Design uart_tx_fifo, sky130hd; sources not shown.
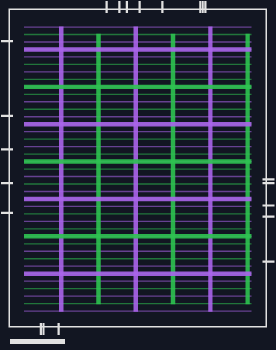
Figure 1: floorplan with the power grid.
Bar = 20 um. Pins as bars on the die edge.
green -> VDD
purple -> VSS
rows = 38
met4 straps = 6
met5 straps = 7
die height: 115 um
die width: 93 um
area of the core: 8560 um2

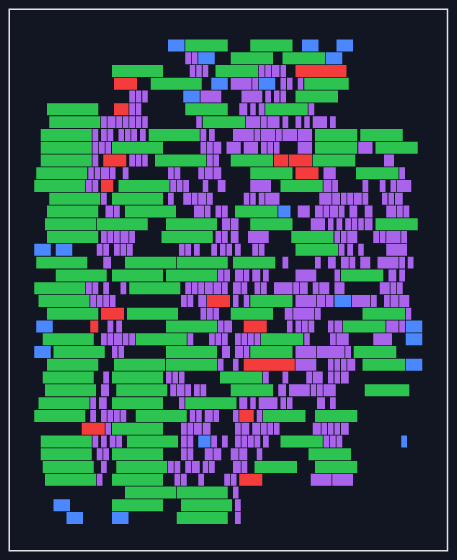
Figure 2: cell classes on the final placement.
purple -> combinational and other logic  # cells 398, share of their area 35%
red -> clock drivers and dummy loads  # cells 16, share of their area 4.2%
green -> flops  # cells 107, share of their area 57%
blue -> other buffers and delay cells  # cells 22, share of their area 3.9%
Final Instance Area: 5430 um2
Seq area share: 0.552
Final Util: 0.635
Rows: 38

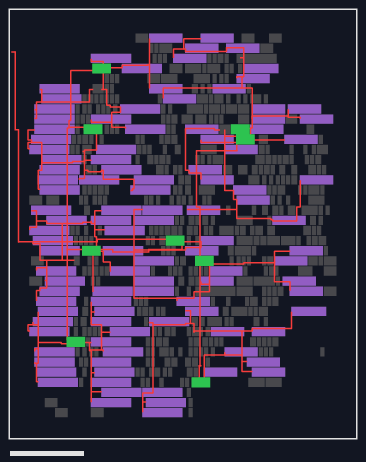
Figure 3: routed clock nets over the placement.
Bar = 20 um.
purple -> flip-flops  # count 107
green -> clock drivers  # count 9
red -> clock wires  # length 1130 um
routed clock nets = 10
clock latency at the later pin of the worst-skew pair: 0.37 ns
Final Skew: 0.00764 ns

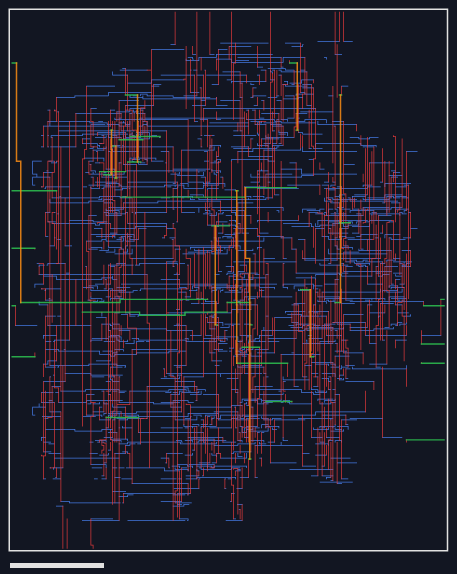
Figure 4: wiring by layer.
Bar = 20 um.
orange -> metal 4  # wire length 272 um
blue -> metal 1  # wire length 3720 um
green -> metal 3  # wire length 223 um
red -> metal 2  # wire length 4630 um
Total Wirelength: 8850 um
Vias: 3322

==> impl_metrics.toml <==
# physical design summary
[synth]
async_reset_ff_frac = 0.402
synth_nets = 545
synth.avg_cell_area_um2 = 9.56
top_area_frac = 0.388
yosys.area.top_type = "edfxtp_1"
ys_sh_simple = 0.245
top_cells_by_area = "edfxtp_1 39%, dfrtp_1 21%, nand2_1 12%"
edf_count = 64
ys_sh_aoi = 0.0245
syn_inst = 518
synth_seq_share = 0.606
fa_ha_area_frac = 0.0404
synth-xor-area-share = 0.0230
yosys_warnings = 0
ys_top_logic_family = "simple AND/OR/NAND/NOR gates"
ys.flops = 107
top_cell = "nand2_1"
ys.flop_type = "edfxtp_1"

[detailed_routing]
drt_first_pass_iters = 6
first_iter_violations = 212
highest_layer = "met4"
drc_errors = 0
drt-met1-wl_um = 3720
wl_met2_um = 4630
routed_via_density = 5.17

[final_timing]
setup_viol = 0
fin_tns_setup_ns = 0
max_freq_mhz = 366
post-route-worst-setup-slack_ns = 0.419
tightestPinTransition_ns = 2.24
slew_violations = 44
finalHoldViolCount = 0
hold-worst-slack_ns = 0.482
slew_headroom = -0.493
period_minus_slack_ns = 2.73
rsz0062_at_grt = "false"

[final_layout]
clk_share = 0.0410
inv_count = 60
comb_share = 0.304
seq_cells = 107
nNetsFinal = 565
nClkBuffers = 9
nFillCells = 662
logic_gates = 338
nonClkBufAreaFrac = 0.0385
dominant_cells = "registers"
comb_area_um2 = 1650
syn_to_final_growth_pct = 9.65

[cts]
cts_inserted_buffers = 9
cts_root_buf = "clkbuf_8"
cts_tree = "yes"
postCtsHoldBufs = 0
cts.reportedPaths.clkPinSlew_ns = 0.10
cts_resized = 0
clock-sinks = 107

[global_routing]
grtUsageTotal = 0.185
grtUsageMet3 = 0.0288
antenna_found_initial = 0
grt_max_degree = 44
met2_usage = 0.320
busiest_layer = "met2"
met1_usage = 0.215

[worst_setup_path]
crit_type = "flop to flop"
worstPathRequired_ns = 3.44
cp-end-kind = "flop"
crit_path_start_kind = "flop"
cp_max_fo = 11
crit_path_cell_trace = "inv_1 > ha_1 > inv_1 > nand2_2 > nand2_2 > inv_1 > ha_1 > ha_1 > xor2_1 > inv_1 > ha_1 > nor2_1 > xor2_1"
r2r_slack_ns = 0.42

[placement]
io_buffers = 20
place_congestion = 0.889
preCtsSetupSlack_ns = 0.437
hpwlAfterDp_um = 6300

[floorplanning]
io_pins = 21
fp_util = 0.579

[pwr]
vdd.ir_drop.worst_mv = 0.432
p_per_area_nw_per_um2 = 598
leakage_nw = 2.50
total_power_mw = 3.25

[flow_run]
drv_cap = 1
warnings = 32

[outcome]
status = "finished with violations"
violations = "max-capacitance violations, max-slew violations"

[worst_hold_path]
hold_path_depth = 2
min_path_type = "flop to flop"
-- worst max-delay path: cells and delay by family, from the launching register on --
family                     cells  cell delay, ns
adders and majority gates      4            0.99
DFF                            1            0.47
buffers and inverters          4            0.36
and+or+nand+nor                3            0.44
xor gates and xnor gates       2            0.39
-- through the flow --
| stage | util | instances | instance area (um2) |
|---|---|---|---|
| 3_3_place_gp | 0.609 | 627 | 5210 |
| 2_1_floorplan | - | 518 | 4950 |
| 4_1_cts | 0.635 | 643 | 5430 |
| 3_5_place_dp | 0.609 | 627 | 5210 |
| 5_1_grt | 0.635 | 643 | 5430 |
| 6_report | 0.635 | 643 | 5430 |
-- report_power, final --
part           total [mW]  switching [mW]  internal, mW
registers            1.77          0.0745          1.70
clock network       0.916           0.463         0.453
logic               0.559           0.344         0.215
total                3.25           0.881          2.37
